Figure 1. Where the registers sit (run 1).
Scale bar: 20 µm. Other sequential cells in the stronger grey, the rest of the logic in the fainter grey.
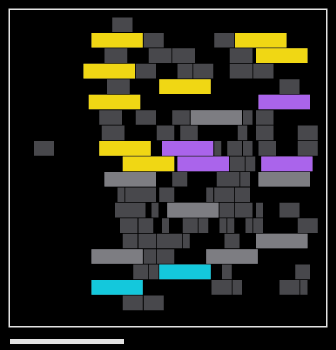
Figure 2. Routed clock nets over the placement (run 1).
Scale bar: 20 µm.
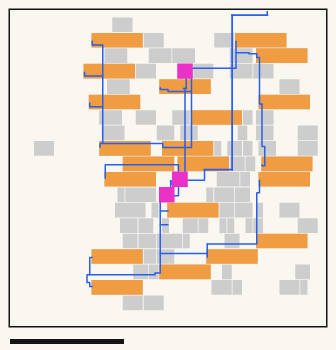
Figure 3. The clock network (run 1).
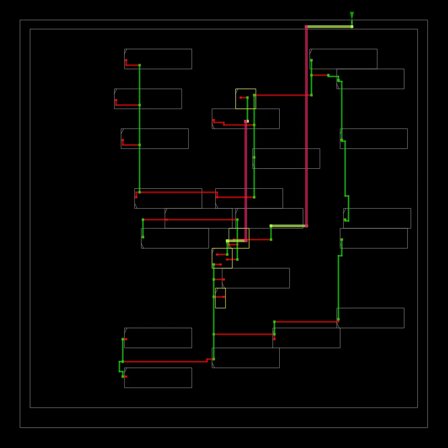
### config.mk
export PLATFORM = sky130hd
export DESIGN_NAME = pipe_unpack
export DESIGN_NICKNAME = d
export VERILOG_FILES = /design/src/rtl/pipe_pkg.sv /design/src/rtl/pipe_skid_buf.sv /design/src/rtl/pipe_unpack.sv
export SDC_FILE = /design/constraint.sdc
export NUM_CORES = 1
export LEC_CHECK = 0
export ABC_CLOCK_PERIOD_IN_PS = 2200
export CAP_MARGIN = 40
export CORE_MARGIN = 1
export CORE_UTILIZATION = 35
export DETAILED_ROUTE_END_ITERATION = 12
export SLEW_MARGIN = 20
export SYNTH_ARGS = -nofsm -noshare
export SYNTH_HDL_FRONTEND = slang
export SYNTH_SLANG_ARGS = --single-unit
export TNS_END_PERCENT = 5
### constraint.sdc
create_clock -name clk -period 2.2 [get_ports clk]
set_clock_uncertainty 0.1 [all_clocks]
set_input_delay 0.33 -clock clk [delete_from_list [all_inputs] [get_ports clk]]
set_output_delay 0.33 -clock clk [all_outputs]
set_load 0.005 [all_outputs]
### src/rtl/pipe_pkg.sv
// Shared definitions for the pipe datapath: serializer states, width ratio
// and parameter legality helpers.
package pipe_pkg;

  typedef enum logic {
    IDLE,
    SHIFT
  } ser_state_e;

  function automatic int unsigned unpack_ratio(input int unsigned in_w,
                                               input int unsigned out_w);
    return in_w / out_w;
  endfunction

  // Legal only when the wide word splits into at least two whole beats.
  function automatic bit unpack_params_ok(input int unsigned in_w,
                                          input int unsigned out_w);
    return (out_w != 0) && ((in_w % out_w) == 0) && ((in_w / out_w) >= 2);
  endfunction

endpackage

### src/rtl/pipe_skid_buf.sv
// Two-entry FIFO with wrapping pointers, shared by the pipe capture and
// unpack sides. o_ready is registered and held low during reset.
module pipe_skid_buf #(
  parameter int unsigned W = 8
) (
  input  logic         clk,
  input  logic         rst,
  input  logic         i_push,
  input  logic [W-1:0] i_data,
  input  logic         i_pop,
  output logic [W-1:0] o_data,
  output logic         o_full,
  output logic         o_empty,
  output logic         o_ready
);

  logic [W-1:0] r_mem [2];
  logic         r_wptr;
  logic         r_rptr;
  logic [1:0]   r_count;
  logic         r_ready;

  logic         w_push;
  logic         w_pop;
  logic [1:0]   w_count_nxt;

  assign o_full  = (r_count == 2'd2);
  assign o_empty = (r_count == 2'd0);
  assign o_data  = r_mem[r_rptr];
  assign o_ready = r_ready;

  // A push while full is dropped even if a pop frees a slot on the same edge.
  assign w_push = i_push && !o_full;
  assign w_pop  = i_pop && !o_empty;

  always_comb begin
    w_count_nxt = r_count;
    case ({w_push, w_pop})
      2'b10:   w_count_nxt = r_count + 2'd1;
      2'b01:   w_count_nxt = r_count - 2'd1;
      default: w_count_nxt = r_count;
    endcase
  end

  always_ff @(posedge clk or posedge rst) begin
    if (rst) begin
      r_mem[0] <= '0;
      r_mem[1] <= '0;
      r_wptr   <= 1'b0;
      r_rptr   <= 1'b0;
      r_count  <= '0;
      r_ready  <= 1'b0;
    end else begin
      if (w_push) begin
        r_mem[r_wptr] <= i_data;
        r_wptr        <= ~r_wptr;
      end
      if (w_pop) begin
        r_rptr <= ~r_rptr;
      end
      r_count <= w_count_nxt;
      r_ready <= (w_count_nxt != 2'd2);
    end
  end

endmodule

### src/rtl/pipe_unpack.sv
// Width-down converter: buffers IN_W-bit words and emits them as OUT_W-bit
// beats, least-significant beat first, with all outputs registered.
module pipe_unpack
  import pipe_pkg::*;
#(
  parameter int unsigned IN_W  = 4,
  parameter int unsigned OUT_W = 2
) (
  input  logic             clk,
  input  logic             rst,
  input  logic [IN_W-1:0]  in_data,
  input  logic             in_valid,
  output logic             in_ready,
  output logic [OUT_W-1:0] out_data,
  output logic             out_valid,
  input  logic             out_ready,
  output logic             out_last,
  output logic             busy
);

  localparam int unsigned   RATIO     = unpack_ratio(IN_W, OUT_W);
  localparam int unsigned   BW        = $clog2(RATIO);
  localparam logic [BW-1:0] LAST_BEAT = BW'(RATIO - 1);

  generate
    if (!unpack_params_ok(IN_W, OUT_W)) begin : g_bad_params
      $error("pipe_unpack: IN_W must be a multiple of OUT_W with IN_W/OUT_W >= 2");
    end
  endgenerate

  ser_state_e      r_state;
  logic [IN_W-1:0] r_shift;
  logic [BW-1:0]   r_beat;
  logic            r_valid;
  logic            r_last;
  logic            r_busy;

  logic [IN_W-1:0] w_head;
  logic            w_full;
  logic            w_empty;
  logic            w_buf_ready;
  logic            w_push;
  logic            w_pop;
  logic            w_xfer;
  logic            w_at_last;
  logic [BW-1:0]   w_beat_inc;

  assign w_push     = in_valid && w_buf_ready;
  assign w_xfer     = (r_state == SHIFT) && out_ready;
  assign w_at_last  = (r_beat == LAST_BEAT);
  assign w_beat_inc = r_beat + 1'b1;

  // Pop on an idle load, or on the final-beat transfer so the next word
  // follows without a bubble.
  assign w_pop = !w_empty &&
                 ((r_state == IDLE) || (w_xfer && w_at_last));

  pipe_skid_buf #(
    .W (IN_W)
  ) u_buf (
    .clk     (clk),
    .rst     (rst),
    .i_push  (w_push),
    .i_data  (in_data),
    .i_pop   (w_pop),
    .o_data  (w_head),
    .o_full  (w_full),
    .o_empty (w_empty),
    .o_ready (w_buf_ready)
  );

  always_ff @(posedge clk or posedge rst) begin
    if (rst) begin
      r_state <= IDLE;
      r_shift <= '0;
      r_beat  <= '0;
      r_valid <= 1'b0;
      r_last  <= 1'b0;
    end else begin
      case (r_state)
        IDLE: begin
          if (!w_empty) begin
            r_shift <= w_head;
            r_beat  <= '0;
            r_valid <= 1'b1;
            r_last  <= 1'b0;
            r_state <= SHIFT;
          end
        end
        SHIFT: begin
          if (out_ready) begin
            if (!w_at_last) begin
              r_shift <= r_shift >> OUT_W;
              r_beat  <= w_beat_inc;
              r_last  <= (w_beat_inc == LAST_BEAT);
            end else if (!w_empty) begin
              r_shift <= w_head;
              r_beat  <= '0;
              r_last  <= 1'b0;
            end else begin
              r_shift <= '0;
              r_beat  <= '0;
              r_valid <= 1'b0;
              r_last  <= 1'b0;
              r_state <= IDLE;
            end
          end
        end
        default: begin
          r_state <= IDLE;
          r_valid <= 1'b0;
          r_last  <= 1'b0;
        end
      endcase
    end
  end

  always_ff @(posedge clk or posedge rst) begin
    if (rst) begin
      r_busy <= 1'b0;
    end else begin
      r_busy <= !w_empty || (r_state == SHIFT);
    end
  end

  assign in_ready  = w_buf_ready;
  assign out_data  = r_shift[OUT_W-1:0];
  assign out_valid = r_valid;
  assign out_last  = r_last;
  assign busy      = r_busy;

  // Full is implied by in_ready; kept for readability of the buffer interface.
  logic w_unused;
  assign w_unused = w_full;

endmodule

==> ci_impl_report.md, run 1 <==
### Flow metrics

| Metric | Value |
|---|---|
| Post-Syn Area | 1010 µm² |
| Net Sw Power | 0.564 mW |
| Ys flops | 21 |
| Minimum clock period after layout | 1.85 ns |
| Area leader, netlist | dfrtp_1 |
| Status | finished clean |
| Max capacitance violation total | 0 |
| CP Cell Sequence | clkdlybuf4s50_1, a21bo_2, o21ai_1, inv_1, ha_1, o21a_1, or2_1 |
| Int Pwr | 1.05 mW |
| Worst-margin pin slew | 0.408 ns |
| Switch share | 35.0% |
| Static leakage | 0.503 nW |
| Chip Height | 55.6 µm |
| Synthesized net count | 92 |
| Mapped Avg Cell Area | 12.1 µm² |
| Pins Over Slew Limit | 0 |
| DRC Markers | 0 |
| Critical Path End | u_buf.r_count[1] |
| Dpl hpwl | 1210 µm |
| Worst EP required | 2.29 ns |
| Critical path launch point type | primary input |
| GRT met2 Usage | 19.1% |
| Reg-to-Reg End | u_buf.r_count[1] |
| Dpl cells | 123 |
| Fin nets | 106 |
| Met2 Routed Length | 781 µm |
| # fillers | 255 |
| Endpoint class of the critical path | register |
| Die X | 55.6 µm |
| Reg2Reg Launch Point | out_last |
| Top cells excl fill/tap | dfrtp_1, clkdlybuf4s50_1, mux2_2 |
| CTS tree | yes |
| Logic power comb | 0.686 mW |
| Max VDD drop | 0.578 mV |
| Die footprint | 3100 µm² |
| Arrival time at the worst endpoint | 1.94 ns |
| Initial DRC Count | 7 |
| Clock power share | 11.6% |
| Place WS | 0.0249 ns |
| GR Util met3 | 2.56% |
| Setup ws final | 0.350 ns |
| EDFF count, synth | 0 |
| Setup CP Type | primary input to register |
| Buf/Inv on CP | 2 |
| Seq pwr share | 45.9% |
| Post-DP Area | 1140 µm² |
| OpenROAD warning count | 26 |
| Clock transition at path regs | 0.12 ns |
| Critical path's top delay family | buffers and inverters |
| Commonest cells in the netlist | dfrtp_1, mux2_2, nand2_1, mux2i_1, xnor2_1 |
| Utilization after layout | 42.8% |
| Most used standard cell by instance count after synthesis | dfrtp_1 |
| Top cells, area | dfrtp_1, mux2_2, mux2i_1 |
| CTS root buf | clkbuf_4 |
| Post-CTS sizing | 0 |
| Synth Warn # | 0 |
| Final wirelength | 1600 µm |
| Metal-1 WL | 722 µm |
| Comb power frac | 42.5% |
| Routability cong. | 0.710 |
| Ys flop type | dfrtp_1 |
| Met3 WL | 51 µm |
| GRT Util Overall | 11.9% |
| Setup violations, final | 0 |
| Total power | 1.61 mW |
| Critical path startpoint | out_ready |
| Highest metal used | met4 |
| Overflow after GRT | 0 |
| Top-area cell share | 52.2% |
| Vias in the first global route | 638 |
| R2R setup slack | 0.37 ns |
| Stages on the worst setup path | 7 |
| Sequential area share after synthesis | 52.2% |
| Async set-reset flop share out of synthesis | 100% |
| Max incr delay on CP | 0.47 ns |
| Most frequent logic cell in the layout | dfrtp_1 |
| Initial antenna violation count | 0 |
-- Figure 1 (at the start) --
Key: u_buf.r_count = cyan [flops 2]; r_shift = purple [flops 4]; u_buf.r_mem = yellow [flops 8]

-- Figure 2 (at the start) --
Key: flip-flops = orange [count 21]; clock drivers = magenta [count 3]; clock wires = blue [length 266 µm]
There are 4 routed clock nets.

-- Figure 3 (at the start) --
clk latency late pin: 0.30 ns
TritonCTS Buffers: 3
clk sinks: 21
power drawn by the clock network: 0.187 mW

-- run 1: cell type report --
type,count,area (µm²),area share (%)
multi-input cells,51,413,35.3
clock buffers,4,26.3,2.24
inverters,4,15.0,1.28
flip-flops and latches,21,526,44.9
well taps,31,38.8,3.31
repair buffers,16,153,13.0
-- run 1: logic make-up after synthesis --
family,Yosys count,share of synthesized area (%)
mux,12,12.9
simple gates,16,9.07
xor+xnor,5,4.35
compound gates,17,13.4
fa+ha+maj,1,1.24
flops,21,52.2
buf+inv,11,6.83
-- run 1: sequential cells by signal, summed over array words and instances, names as in the netlist --
register	flops
u_buf.r_wptr	1
r_shift	4
busy	1
u_buf.r_mem	8
r_state	1
out_last	1
out_valid	1
u_buf.r_count	2
u_buf.o_ready	1
u_buf.r_rptr	1
==> run 2: changes to the inputs <==
--- a/config.mk
+++ b/config.mk
@@ -5,7 +5,7 @@
 export SDC_FILE = /design/constraint.sdc
 export NUM_CORES = 1
 export LEC_CHECK = 0
-export ABC_CLOCK_PERIOD_IN_PS = 2200
+export ABC_CLOCK_PERIOD_IN_PS = 1900
 export CAP_MARGIN = 40
 export CORE_MARGIN = 1
 export CORE_UTILIZATION = 35
==> constraint.sdc (replaced) <==
create_clock -name clk -period 1.9 [get_ports clk]
set_clock_uncertainty 0.1 [all_clocks]
set_input_delay 0.285 -clock clk [delete_from_list [all_inputs] [get_ports clk]]
set_output_delay 0.285 -clock clk [all_outputs]
set_load 0.005 [all_outputs]
==> ci_impl_report.md, run 2 <==
### Flow metrics

| Metric | Value |
|---|---|
| Status | finished clean |
| Area leader, netlist | dfrtp_1 |
| Post-CTS sizing | 0 (unchanged) |
| Clk sinks | 21 (unchanged) |
| Clk latency late pin | 0.30 ns (about the same) |
| Sequential area share after synthesis | 52.2% (unchanged) |
| Overflow after GRT | 0 (unchanged) |
| EDFF count, synth | 0 (unchanged) |
| Synthesized net count | 92 (unchanged) |
| Die X | 55.6 µm (unchanged) |
| Max VDD drop | 0.748 mV (+30%) |
| Worst EP required | 2.00 ns (-0.29 ns) |
| Post-DP Area | 1180 µm² (+3.3%) |
| Post-Syn Area | 1010 µm² (unchanged) |
| Async set-reset flop share out of synthesis | 100% (unchanged) |
| Metal-1 WL | 702 µm (-2.8%) |
| Top-area cell share | 52.2% (unchanged) |
| Setup CP Type | primary input to register |
| GRT Util Overall | 12.2% (+0.22 points) |
| Switch share | 34.0% (-1.0 points) |
| Setup violations, final | 0 (unchanged) |
| GR Util met3 | 2.79% (+0.23 points) |
| Worst-margin pin slew | 0.305 ns (-0.103 ns) |
| Minimum clock period after layout | 1.81 ns |
| Vias in the first global route | 692 (+8.5%) |
| Most used standard cell by instance count after synthesis | dfrtp_1 |
| Initial antenna violation count | 0 (unchanged) |
| Comb power frac | 46.6% (+4.1 points) |
| Most frequent logic cell in the layout | dfrtp_1 |
| CP Cell Sequence | clkdlybuf4s50_1, a21bo_2, o21ai_1, inv_1, ha_1, o21a_1, or2_1 |
| Arrival time at the worst endpoint | 1.90 ns (-0.04 ns) |
| Met2 Routed Length | 827 µm (+5.9%) |
| Max capacitance violation total | 0 (unchanged) |
| Largest register FFs | 8 (unchanged) |
| Critical path launch point type | primary input |
| CTS tree | yes |
| Int Pwr | 1.27 mW (+21%) |
| Initial DRC Count | 2 (-5) |
| Biggest regs | u_buf.r_mem: 8 flops, r_shift: 4 flops, u_buf.r_count: 2 flops |
| Reg area | 526 µm² (unchanged) |
| Stages on the worst setup path | 7 (unchanged) |
| Critical Path End | u_buf.r_count[1] |
| Fin nets | 111 (+4.7%) |
| Die footprint | 3100 µm² (unchanged) |
| Synth Warn # | 0 (unchanged) |
| Highest metal used | met4 |
==> run 2: cell counts after synthesis <==
No cell type changed its count.
==> run 2: area by class of cell <==
type                       count  area share [%]
multi-input combinational     51            34.2
inverter                       4            1.24
clock buffer                   4            2.17
sequential                    21            43.5
timing repair buffer          21            15.7
tap                           31            3.21
==> run 2: per-stage QoR <==
step	setup WS [ns]	power [mW]	TNS, ns
after floorplan	0.0605	1.47	0
after global placement	-0.189	1.70	-0.279
after detailed placement	-0.225	1.73	-0.351
after CTS	0.107	1.95	0
after global routing	0.0475	2.08	0
final	0.0939	1.92	0
==> run 2: cell families after synthesis <==
group	share of synthesized area, %
mux	12.9
simple gates	9.07
buf+inv	6.83
fa+ha+maj	1.24
xor+xnor	4.35
compound gates	13.4
flops	52.2
Figure 4. Cells by drive strength (run 2).
Scale bar: 20 µm.
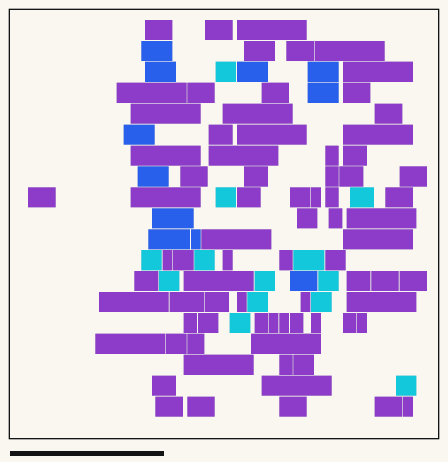
Key: _3 and _4 cells = cyan [cells 13, share 13%, most used buf_4]; _2 cells = blue [cells 11, share 11%, most used mux2_2]; _0 and _1 cells = purple [cells 77, share 76%, most used dfrtp_1]

Power and IR drop assume default switching activity.
